File: config.mk
export PLATFORM = sky130hd
export DESIGN_NAME = clb_cfg_sequencer
export DESIGN_NICKNAME = d
export VERILOG_FILES = /design/src/rtl/clb_cfg_sequencer_pkg.sv /design/src/rtl/clb_cfg_sequencer_shift_accum.sv /design/src/rtl/clb_cfg_sequencer.sv
export SDC_FILE = /design/constraint.sdc
export NUM_CORES = 1
export LEC_CHECK = 0
export ABC_AREA = 0
export CORE_MARGIN = 2
export CORE_UTILIZATION = 43
export DETAILED_ROUTE_END_ITERATION = 8
export GPL_ROUTABILITY_DRIVEN = 0
export PLACE_DENSITY = 0.72
export SLEW_MARGIN = 20
export SYNTH_ARGS = -nofsm -noshare
export SYNTH_HDL_FRONTEND = slang
export SYNTH_SLANG_ARGS = --single-unit
File: constraint.sdc
create_clock -name cclk -period 1.4 [get_ports cclk]
set_input_delay 0.14 -clock cclk [delete_from_list [all_inputs] [get_ports cclk]]
set_output_delay 0.14 -clock cclk [all_outputs]
set_load 0.02 [all_outputs]
File: src/rtl/clb_cfg_sequencer_pkg.sv
// -----------------------------------------------------------------------------
// clb_cfg_sequencer_pkg
//   Shared definitions for the CLB configuration sequencer:
//     - default slice count and per-slice config width
//     - FSM state encoding (IDLE=0, SHIFT=1, COMMIT=2, DONE=3)
//     - idx_width(): counter width for N items, never narrower than 1 bit
// -----------------------------------------------------------------------------
package clb_cfg_sequencer_pkg;

    localparam int NUM_SLICES_DEF = 4;
    localparam int CFG_WIDTH_DEF  = 2;

    typedef enum logic [1:0] {
        ST_IDLE   = 2'd0,
        ST_SHIFT  = 2'd1,
        ST_COMMIT = 2'd2,
        ST_DONE   = 2'd3
    } state_e;

    // Width of an index over n items; a single item still needs one bit.
    function automatic int idx_width(input int n);
        if (n > 1) begin
            return $clog2(n);
        end else begin
            return 1;
        end
    endfunction

endpackage

File: src/rtl/clb_cfg_sequencer_shift_accum.sv
// -----------------------------------------------------------------------------
// cfg_shift_accum
//   Serial-to-parallel accumulator for one slice's configuration word.
//   Bits arrive LSB first and enter at the MSB, so after CFG_WIDTH shifts the
//   first bit has reached bit 0.
// Ports
//   cclk       in   configuration clock
//   rst_n      in   asynchronous active-low reset
//   clr        in   discard partial word (shift_reg and bit counter to 0)
//   shift_en   in   accept bit_in this cycle
//   bit_in     in   serial data bit
//   shift_reg  out  CFG_WIDTH-bit accumulated word (registered)
//   word_done  out  this shift completes a word (bit counter wraps to 0)
// -----------------------------------------------------------------------------
module cfg_shift_accum
    import clb_cfg_sequencer_pkg::*;
#(
    parameter int CFG_WIDTH = CFG_WIDTH_DEF
)
(
    input  logic                 cclk,
    input  logic                 rst_n,
    input  logic                 clr,
    input  logic                 shift_en,
    input  logic                 bit_in,
    output logic [CFG_WIDTH-1:0] shift_reg,
    output logic                 word_done
);

    localparam int CNT_W = idx_width(CFG_WIDTH);
    localparam logic [CNT_W-1:0] LAST_BIT = CNT_W'(CFG_WIDTH - 1);

    logic [CFG_WIDTH-1:0] shift_reg_q;
    logic [CFG_WIDTH-1:0] shift_reg_d;
    logic [CNT_W-1:0]     bit_cnt_q;
    logic [CNT_W-1:0]     bit_cnt_d;
    // One extra bit so the shift also works when CFG_WIDTH is 1.
    logic [CFG_WIDTH:0]   shifted_s;

    assign shifted_s = {bit_in, shift_reg_q};
    assign word_done = shift_en & (bit_cnt_q == LAST_BIT);
    assign shift_reg = shift_reg_q;

    // Next-state for the shift register and bit counter; clear beats shift.
    always_comb begin
        shift_reg_d = shift_reg_q;
        bit_cnt_d   = bit_cnt_q;
        if (clr) begin
            shift_reg_d = '0;
            bit_cnt_d   = '0;
        end else if (shift_en) begin
            shift_reg_d = shifted_s[CFG_WIDTH:1];
            if (bit_cnt_q == LAST_BIT) begin
                bit_cnt_d = '0;
            end else begin
                bit_cnt_d = bit_cnt_q + CNT_W'(1);
            end
        end else begin
            shift_reg_d = shift_reg_q;
            bit_cnt_d   = bit_cnt_q;
        end
    end

    // Accumulator state registers.
    always_ff @(posedge cclk or negedge rst_n) begin
        if (!rst_n) begin
            shift_reg_q <= '0;
            bit_cnt_q   <= '0;
        end else begin
            shift_reg_q <= shift_reg_d;
            bit_cnt_q   <= bit_cnt_d;
        end
    end

endmodule

File: src/rtl/clb_cfg_sequencer.sv
// -----------------------------------------------------------------------------
// clb_cfg_sequencer
//   Loads NUM_SLICES F7/F8 mux slices in order (slice 0 first) from a serial
//   bitstream. CFG_WIDTH bits are packed per slice, then that slice's cen bit
//   pulses for one cycle with the packed word on the shared config_out bus.
// Ports
//   cclk        in   configuration clock
//   rst_n       in   asynchronous active-low reset
//   start       in   begin a full load (from IDLE or DONE)
//   abort       in   drop the load, return to IDLE (wins over start)
//   cfg_bit     in   serial config bit, LSB of each slice first
//   cfg_valid   in   cfg_bit is valid
//   cfg_ready   out  bit accepted this cycle when valid (SHIFT state)
//   cen         out  one-hot per-slice write enable, single-cycle pulse
//   config_out  out  config word shared by all slices, held between commits
//   busy        out  SHIFT or COMMIT
//   done        out  all slices written; held until next start or abort
//   err         out  sticky: start seen while a load was running
// -----------------------------------------------------------------------------
module clb_cfg_sequencer
    import clb_cfg_sequencer_pkg::*;
#(
    parameter int NUM_SLICES = NUM_SLICES_DEF,
    parameter int CFG_WIDTH  = CFG_WIDTH_DEF
)
(
    input  logic                  cclk,
    input  logic                  rst_n,
    input  logic                  start,
    input  logic                  abort,
    input  logic                  cfg_bit,
    input  logic                  cfg_valid,
    output logic                  cfg_ready,
    output logic [NUM_SLICES-1:0] cen,
    output logic [CFG_WIDTH-1:0]  config_out,
    output logic                  busy,
    output logic                  done,
    output logic                  err
);

    localparam int IDX_W = idx_width(NUM_SLICES);
    localparam logic [IDX_W-1:0]      LAST_IDX     = IDX_W'(NUM_SLICES - 1);
    localparam logic [NUM_SLICES-1:0] ONE_HOT_BASE = NUM_SLICES'(1);

    state_e                state_q;
    state_e                state_d;
    logic [IDX_W-1:0]      slice_idx_q;
    logic [IDX_W-1:0]      slice_idx_d;
    logic [NUM_SLICES-1:0] cen_q;
    logic [NUM_SLICES-1:0] cen_d;
    logic [CFG_WIDTH-1:0]  config_out_q;
    logic [CFG_WIDTH-1:0]  config_out_d;
    logic                  done_q;
    logic                  done_d;
    logic                  err_q;
    logic                  err_d;

    logic                  xfer_s;
    logic                  acc_clr_s;
    logic [CFG_WIDTH-1:0]  acc_word_s;
    logic                  acc_word_done_s;

    // Ready and busy are plain decodes of the state register.
    assign cfg_ready  = (state_q == ST_SHIFT);
    assign busy       = (state_q == ST_SHIFT) || (state_q == ST_COMMIT);
    assign xfer_s     = cfg_valid & cfg_ready;
    assign cen        = cen_q;
    assign config_out = config_out_q;
    assign done       = done_q;
    assign err        = err_q;

    cfg_shift_accum #(
        .CFG_WIDTH (CFG_WIDTH)
    ) u_accum (
        .cclk      (cclk),
        .rst_n     (rst_n),
        .clr       (acc_clr_s),
        .shift_en  (xfer_s),
        .bit_in    (cfg_bit),
        .shift_reg (acc_word_s),
        .word_done (acc_word_done_s)
    );

    // FSM next-state plus slice index, cen, config_out, done and err updates.
    always_comb begin
        state_d      = state_q;
        slice_idx_d  = slice_idx_q;
        cen_d        = '0;
        config_out_d = config_out_q;
        done_d       = done_q;
        err_d        = err_q;
        acc_clr_s    = 1'b0;

        case (state_q)
            ST_IDLE: begin
                if (abort) begin
                    state_d = ST_IDLE;
                    done_d  = 1'b0;
                end else if (start) begin
                    state_d     = ST_SHIFT;
                    slice_idx_d = '0;
                    done_d      = 1'b0;
                    err_d       = 1'b0;
                    acc_clr_s   = 1'b1;
                end else begin
                    state_d = ST_IDLE;
                end
            end

            ST_SHIFT: begin
                if (abort) begin
                    // Partial word is thrown away; err keeps its value.
                    state_d   = ST_IDLE;
                    done_d    = 1'b0;
                    acc_clr_s = 1'b1;
                end else begin
                    if (start) begin
                        err_d = 1'b1;
                    end else begin
                        err_d = err_q;
                    end
                    if (acc_word_done_s) begin
                        state_d = ST_COMMIT;
                    end else begin
                        state_d = ST_SHIFT;
                    end
                end
            end

            ST_COMMIT: begin
                // The write always happens, even if abort arrives now: the
                // slice receives the complete word it was committed with.
                cen_d        = ONE_HOT_BASE << slice_idx_q;
                config_out_d = acc_word_s;
                if (abort) begin
                    state_d   = ST_IDLE;
                    done_d    = 1'b0;
                    acc_clr_s = 1'b1;
                end else begin
                    if (start) begin
                        err_d = 1'b1;
                    end else begin
                        err_d = err_q;
                    end
                    if (slice_idx_q == LAST_IDX) begin
                        state_d = ST_DONE;
                        done_d  = 1'b1;
                    end else begin
                        state_d     = ST_SHIFT;
                        slice_idx_d = slice_idx_q + IDX_W'(1);
                    end
                end
            end

            ST_DONE: begin
                if (abort) begin
                    state_d = ST_IDLE;
                    done_d  = 1'b0;
                end else if (start) begin
                    state_d     = ST_SHIFT;
                    slice_idx_d = '0;
                    done_d      = 1'b0;
                    err_d       = 1'b0;
                    acc_clr_s   = 1'b1;
                end else begin
                    state_d = ST_DONE;
                end
            end

            default: begin
                state_d   = ST_IDLE;
                acc_clr_s = 1'b1;
            end
        endcase
    end

    // State, index and output registers.
    always_ff @(posedge cclk or negedge rst_n) begin
        if (!rst_n) begin
            state_q      <= ST_IDLE;
            slice_idx_q  <= '0;
            cen_q        <= '0;
            config_out_q <= '0;
            done_q       <= 1'b0;
            err_q        <= 1'b0;
        end else begin
            state_q      <= state_d;
            slice_idx_q  <= slice_idx_d;
            cen_q        <= cen_d;
            config_out_q <= config_out_d;
            done_q       <= done_d;
            err_q        <= err_d;
        end
    end

endmodule
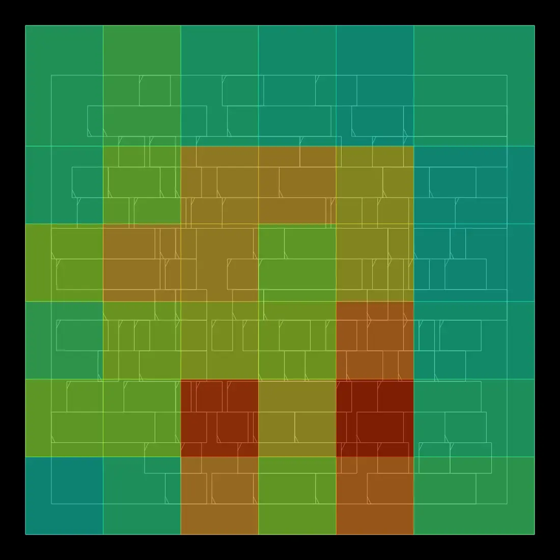
(run_1/final_congestion.png)
grt met1 use: 20.2%
average wire per standard cell: 13.6 µm
GRT Resource Usage Total: 18.1%
grt met3 use: 6.40%
fin util: 71.8%

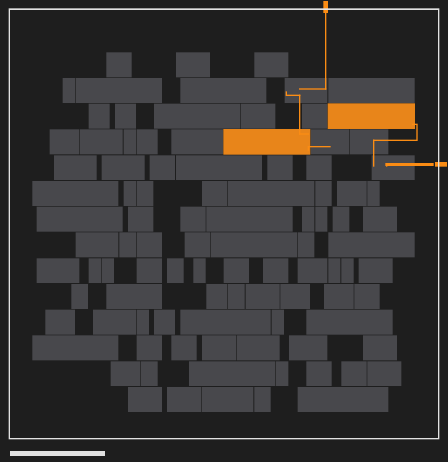
(run_1/port_nets.png)
The bar under the picture is 10 µm long.
| colour | port | direction | edge | end cells | buffers | wire |
|---|---|---|---|---|---|---|
| orange | config_out | output | 1 east, 1 north | 2 | 2 | 34.7 µm |
port bufs: 15
# IOs: 16

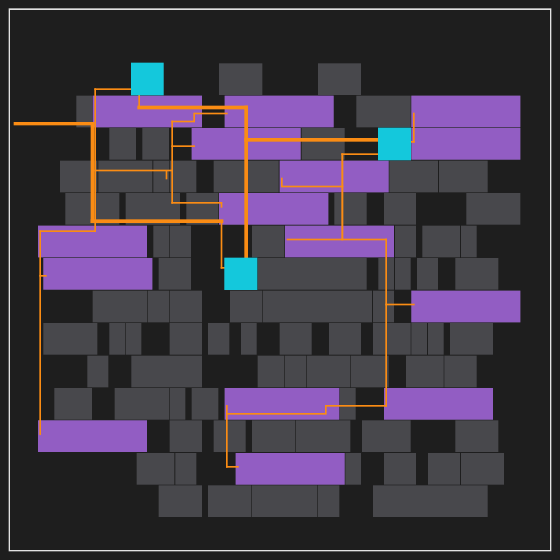
(run_1/clock_map.png)
[purple] flip-flops | count: 15
[orange] clock wires | length: 196 µm
[cyan] cells driving clock nets | count: 3
routed clock nets: 4
clock power share: 23.3%
clock latency on the worst-skew pair: 280 ps

==> results.ini <==
[floorplanning]
core-area_um2 = 1540
dieArea_um2 = 2040
fp_util_pct = 47.4

[critical_path]
worst-path-buf-inv = 2
r2r_start = state_q[0]
worst_r2r_path_depth = 5
crit_path_end = slice_idx_q[0]
crit_slowest_cell = or4_1
cp_top_family = simple AND/OR/NAND/NOR gates
crit_chain = inv_2 -> ha_4 -> inv_2 -> or4_1 -> o21ai_1
cp_num_cells = 5
cp_common_cell = inv_2

[detailed_routing]
dr_wl_met2_um = 771
first_pass_iters = 1
vias_per_cell = 5.36
drt_iter0_markers = 0

[hold_path]
hold_class = primary input to async pin

[cts]
cts.sinks = 15
h-tree-depth = 1
cts_buffer_depth = 2
root_buffer = clkbuf_4
holdBufCountCts = 0

[final_timing]
drv_slew = 0
fin_tns_setup_ps = -12.5
final-hold-violation-count = 0
setup_viol = 1
timing.final.ws_setup_ps = -12.5
skew_ps = 1.10
tightestPinTransition_ps = 314
fmax_mhz = 708
whs_ps = 168

[finish]
largest_class = multi-input combinational cells
flops = 15
nMultiInputCombCells = 44
seqCellArea_um2 = 377
sh_comb_area_pct = 36.7

[logic_synthesis]
synthMuxAreaShare_pct = 3.08
syn-cell-area_um2 = 731
simple_gate_share_pct = 14.0
async_flop_share_pct = 100
yosysSeqAreaShare_pct = 51.4
synth_top_cell_by_count = dfrtp_1
synthFlopType = dfrtp_1
netlist.area_leader.share_pct = 51.4
top_area_cell = dfrtp_1

[flow_run]
cap_violations = 0

[pwr]
power_mw = 1.06
top_power_group = registers
p_sw_share_pct = 30.7
pwr-share-seq_pct = 48.9

[status]
status = finished with violations
violations = setup timing

[global_routing]
grt_pass1_wl_mm = 2.53
top_usage_layer = met2
grt_max_degree = 16

[placed_design]
dpl.hpwl_mm = 1.11

==> run 1: placed cells by master (no fill, tap or decap), types with 2 or more instances in the layout <==
| cell type | count |
|---|---|
| inv_1 | 3 |
| ha_1 | 4 |
| o21ai_0 | 2 |
| ha_2 | 2 |
| and2_1 | 3 |
| dlymetal6s2s_1 | 3 |
| mux2_2 | 2 |
| buf_2 | 2 |
| clkdlybuf4s50_1 | 9 |
| ha_4 | 2 |
| a211oi_2 | 2 |
| nand3_1 | 2 |
| dfrtp_1 | 14 |
| nand2_1 | 6 |
| nor3_1 | 2 |
| inv_2 | 3 |
| a21oi_2 | 2 |
| clkbuf_4 | 3 |
| buf_4 | 13 |
No activity file was given, so power comes from the tool's default toggle rates.
